## src/rtl/block_spi_slave_n.sv

```systemverilog
// rtl/block_spi_slave_n.sv - parametrised SPI slave: all modes, bit order, TX holding register, RX handshake
// Optional RX FIFO: define SPI_SLAVE_RX_FIFO_EN (FIFO_DEPTH entries); default is a single RX holding register.
module block_spi_slave_n #(
  parameter int                DATA_W     = 8,
  parameter bit                CPOL       = 1'b0,
  parameter bit                CPHA       = 1'b0,
  parameter bit                MSB_FIRST  = 1'b1,
  parameter logic [DATA_W-1:0] IDLE_WORD  = '1,
  parameter int                FIFO_DEPTH = 4
) (
  input  logic              clk,
  input  logic              rst_n,
  input  logic              SPI_SCK,
  input  logic              SPI_CS,
  input  logic              SPI_MOSI,
  output logic              SPI_MISO,
  output logic [DATA_W-1:0] data_out,
  output logic              data_ready,
  input  logic              data_ack,
  output logic              rx_overrun,
  input  logic [DATA_W-1:0] tx_data,
  input  logic              tx_valid,
  output logic              tx_ready,
  output logic              tx_underrun,
  output logic [7:0]        frame_words,
  output logic              frame_end,
  output logic              frame_partial
);

  localparam int CNT_W = 6;

  typedef enum logic {ST_IDLE, ST_ACTIVE} state_t;
  state_t state_q, state_d;

  logic [2:0]        sck_sync_q, cs_sync_q;
  logic [1:0]        mosi_sync_q;
  logic              sck_lead, sck_trail, sample_edge, shift_edge;
  logic              cs_fall, cs_rise, mosi_s;

  logic              frame_start, frame_stop, sample_en, shift_en, word_done, load_tx;
  logic [CNT_W-1:0]  bit_cnt_q;
  logic [DATA_W-1:0] rx_shift_q, rx_next;
  logic              push_q;
  logic [DATA_W-1:0] push_data_q;
  logic [DATA_W-1:0] tx_shift_q, tx_hold_q;
  logic              tx_full_q, tx_underrun_q, miso_q, tx_bit;
  logic [7:0]        frame_words_q;
  logic              frame_end_q, frame_partial_q;

  // CS synchroniser resets low so a frame already in progress never looks like a fresh CS fall.
  always_ff @(posedge clk) begin
    if (!rst_n) begin
      sck_sync_q  <= {3{CPOL}};
      cs_sync_q   <= '0;
      mosi_sync_q <= '0;
    end else begin
      sck_sync_q  <= {sck_sync_q[1:0], SPI_SCK};
      cs_sync_q   <= {cs_sync_q[1:0], SPI_CS};
      mosi_sync_q <= {mosi_sync_q[0], SPI_MOSI};
    end
  end

  assign sck_lead    = (sck_sync_q[2] == CPOL) && (sck_sync_q[1] != CPOL);
  assign sck_trail   = (sck_sync_q[2] != CPOL) && (sck_sync_q[1] == CPOL);
  assign sample_edge = CPHA ? sck_trail : sck_lead;
  assign shift_edge  = CPHA ? sck_lead : sck_trail;
  assign cs_fall     = cs_sync_q[2] && !cs_sync_q[1];
  assign cs_rise     = !cs_sync_q[2] && cs_sync_q[1];
  assign mosi_s      = mosi_sync_q[1];

  always_ff @(posedge clk) begin
    if (!rst_n) begin
      state_q <= ST_IDLE;
    end else begin
      state_q <= state_d;
    end
  end

  // A shift edge with the bit counter at 0 keeps the freshly loaded bit 0 on MISO.
  always_comb begin
    state_d     = state_q;
    frame_start = 1'b0;
    frame_stop  = 1'b0;
    sample_en   = 1'b0;
    shift_en    = 1'b0;
    case (state_q)
      ST_IDLE: begin
        if (cs_fall) begin
          state_d     = ST_ACTIVE;
          frame_start = 1'b1;
        end
      end
      ST_ACTIVE: begin
        if (cs_rise) begin
          state_d    = ST_IDLE;
          frame_stop = 1'b1;
        end else begin
          sample_en = sample_edge;
          shift_en  = shift_edge && (bit_cnt_q != '0);
        end
      end
      default: state_d = ST_IDLE;
    endcase
  end

  assign word_done = sample_en && (bit_cnt_q == CNT_W'(DATA_W - 1));
  assign load_tx   = frame_start || word_done;

  always_comb begin
    if (MSB_FIRST) begin
      rx_next = {rx_shift_q[DATA_W-2:0], mosi_s};
    end else begin
      rx_next = {mosi_s, rx_shift_q[DATA_W-1:1]};
    end
  end

  assign tx_bit = MSB_FIRST ? tx_shift_q[DATA_W-1] : tx_shift_q[0];

  always_ff @(posedge clk) begin
    if (!rst_n) begin
      bit_cnt_q       <= '0;
      rx_shift_q      <= '0;
      push_q          <= 1'b0;
      push_data_q     <= '0;
      tx_shift_q      <= '0;
      tx_hold_q       <= '0;
      tx_full_q       <= 1'b0;
      tx_underrun_q   <= 1'b0;
      miso_q          <= 1'b0;
      frame_words_q   <= '0;
      frame_end_q     <= 1'b0;
      frame_partial_q <= 1'b0;
    end else begin
      push_q        <= word_done;
      push_data_q   <= rx_next;
      tx_underrun_q <= 1'b0;
      frame_end_q   <= frame_stop;
      miso_q        <= (state_q == ST_ACTIVE) ? tx_bit : 1'b0;

      if (frame_start || frame_stop) begin
        bit_cnt_q <= '0;
      end else if (sample_en) begin
        bit_cnt_q <= word_done ? '0 : bit_cnt_q + 1'b1;
      end

      if (sample_en) begin
        rx_shift_q <= rx_next;
      end

      if (frame_start) begin
        frame_words_q <= '0;
      end else if (word_done && frame_words_q != 8'hFF) begin
        frame_words_q <= frame_words_q + 8'd1;
      end

      if (frame_stop) begin
        frame_partial_q <= (bit_cnt_q != '0);
      end

      if (load_tx) begin
        tx_shift_q    <= tx_full_q ? tx_hold_q : IDLE_WORD;
        tx_underrun_q <= !tx_full_q;
      end else if (shift_en) begin
        tx_shift_q <= MSB_FIRST ? (tx_shift_q << 1) : (tx_shift_q >> 1);
      end

      // A write landing in the same cycle as an empty-register load refills the holding register.
      if (tx_full_q) begin
        tx_full_q <= !load_tx;
      end else if (tx_valid) begin
        tx_full_q <= 1'b1;
        tx_hold_q <= tx_data;
      end
    end
  end

  assign SPI_MISO      = miso_q;
  assign tx_ready      = !tx_full_q;
  assign tx_underrun   = tx_underrun_q;
  assign frame_words   = frame_words_q;
  assign frame_end     = frame_end_q;
  assign frame_partial = frame_partial_q;

`ifdef SPI_SLAVE_RX_FIFO_EN
  localparam int AW = $clog2(FIFO_DEPTH);

  logic [DATA_W-1:0] fifo_mem_q [FIFO_DEPTH];
  logic [AW:0]       wr_ptr_q, rd_ptr_q;
  logic              fifo_empty, fifo_full, fifo_pop, fifo_push;
  logic              rx_overrun_q;

  assign fifo_empty = (wr_ptr_q == rd_ptr_q);
  assign fifo_full  = (wr_ptr_q[AW] != rd_ptr_q[AW]) && (wr_ptr_q[AW-1:0] == rd_ptr_q[AW-1:0]);
  assign fifo_pop   = data_ack && !fifo_empty;
  assign fifo_push  = push_q && (!fifo_full || fifo_pop);

  always_ff @(posedge clk) begin
    if (!rst_n) begin
      wr_ptr_q     <= '0;
      rd_ptr_q     <= '0;
      rx_overrun_q <= 1'b0;
      for (int i = 0; i < FIFO_DEPTH; i++) begin
        fifo_mem_q[i] <= '0;
      end
    end else begin
      rx_overrun_q <= push_q && !fifo_push;
      if (fifo_push) begin
        fifo_mem_q[wr_ptr_q[AW-1:0]] <= push_data_q;
        wr_ptr_q                     <= wr_ptr_q + 1'b1;
      end
      if (fifo_pop) begin
        rd_ptr_q <= rd_ptr_q + 1'b1;
      end
    end
  end

  assign data_out   = fifo_mem_q[rd_ptr_q[AW-1:0]];
  assign data_ready = !fifo_empty;
  assign rx_overrun = rx_overrun_q;
`else
  logic [DATA_W-1:0] rx_data_q;
  logic              rx_valid_q, rx_overrun_q;
  logic              unused_fifo_depth;

  assign unused_fifo_depth = (FIFO_DEPTH > 0);

  // An ack in the same cycle as a completion frees the register for the new word.
  always_ff @(posedge clk) begin
    if (!rst_n) begin
      rx_data_q    <= '0;
      rx_valid_q   <= 1'b0;
      rx_overrun_q <= 1'b0;
    end else begin
      rx_overrun_q <= 1'b0;
      if (push_q) begin
        if (rx_valid_q && !data_ack) begin
          rx_overrun_q <= 1'b1;
        end else begin
          rx_data_q  <= push_data_q;
          rx_valid_q <= 1'b1;
        end
      end else if (data_ack) begin
        rx_valid_q <= 1'b0;
      end
    end
  end

  assign data_out   = rx_data_q;
  assign data_ready = rx_valid_q;
  assign rx_overrun = rx_overrun_q;
`endif

endmodule

```

## config.mk

```make
export PLATFORM = sky130hd
export DESIGN_NAME = block_spi_slave_n
export DESIGN_NICKNAME = d
export VERILOG_FILES = /design/src/rtl/block_spi_slave_n.sv
export SDC_FILE = /design/constraint.sdc
export NUM_CORES = 1
export LEC_CHECK = 0
export CAP_MARGIN = 20
export CORE_UTILIZATION = 48
export DETAILED_ROUTE_END_ITERATION = 16
export PLACE_DENSITY_LB_ADDON = 0.1
export SYNTH_ARGS = -nofsm -noshare
export SYNTH_HDL_FRONTEND = slang
export SYNTH_SLANG_ARGS = --single-unit
```

## constraint.sdc

```tcl
create_clock -name clk -period 1.5 [get_ports clk]
set_input_delay 0.3 -clock clk [delete_from_list [all_inputs] [get_ports clk]]
set_output_delay 0.3 -clock clk [all_outputs]
set_load 0.1 [all_outputs]
```

final_clocks.png
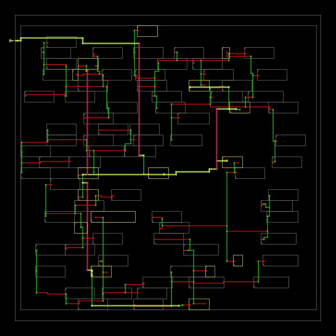
Clock Latency Late Sink: 0.34 ns
# clk buffers: 11
Flop Count: 70
total CTS buffers: 9
clk_skew: 0.00754 ns

==> results.txt <==
impl run done, here's what came out: Fill cells=350, combinational share of cell area=32.3%, Pwr top=registers, final worst setup slack=-0.0992 ns, # setup viols final=13, Critical Path Fanout Max=5, Synth Area in Adders=1.81%, worst stage delay on the critical path=0.34 ns, post-route setup TNS=-0.606 ns, crit-path leading delay family=simple AND/OR/NAND/NOR gates, Logic family by area=simple AND/OR/NAND/NOR gates, Reg power frac=52.4%, Slew HR=77.0%, critical path endpoint category=flip-flop, Comb pwr share=5.9%, syn_area_per_cell=9.13 sq um, hold slack=0.438 ns, Setup Slack @ Placement=-0.145 ns, Metal-1 WL=2750 um, CP Depth=8, # diodes=0, actual slew at the worst max-slew pin=0.343 ns, Synth cell types=38, met3 usage=5.15%, Simple Share, Synth=25.8%, initial antenna violation count=0, floorplan net count=306, worst endpoint required time=1.76 ns, Synth Instances=288, flop share of the area=36.1%, r2r setup slk=-0.1 ns, Yosys top cell by instances=dfxtp_1, Row Count=26, CP Data Arrival Time=1.86 ns, failing checks=setup timing, TritonCTS clock tree=yes, status=finished with violations, TritonRoute pass-1 iters=4, slowest CP cell=dfxtp_2, worst reg2reg path depth=8, area reported by Yosys stat=2630 sq um, start of the worst register-to-register path=bit_cnt_q[3], clock sink count=70, Hold Fails Final Rpt=0, hold path depth=1, fin. max-slew vios=0, first-pass GRT wire length=9070 um, main flop type=dfxtp_1
metal_stack.png
Scale: 6 px per um.
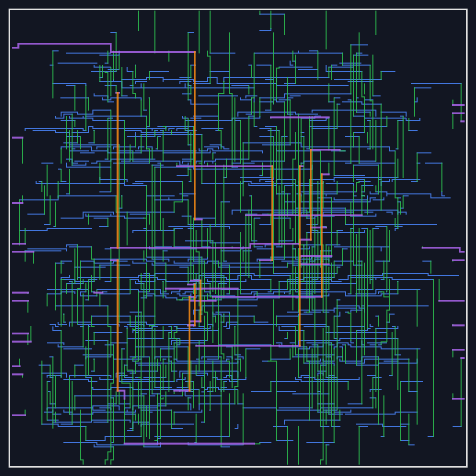
- blue: met1 (wire length 2750 um)
- purple: met3 (wire length 268 um)
- orange: met4 (wire length 186 um)
- green: met2 (wire length 2670 um)
via count: 2229
drt total wl: 5870 um
DR WL/cell: 13.4 um

Power is estimated from default activity; no workload was simulated.
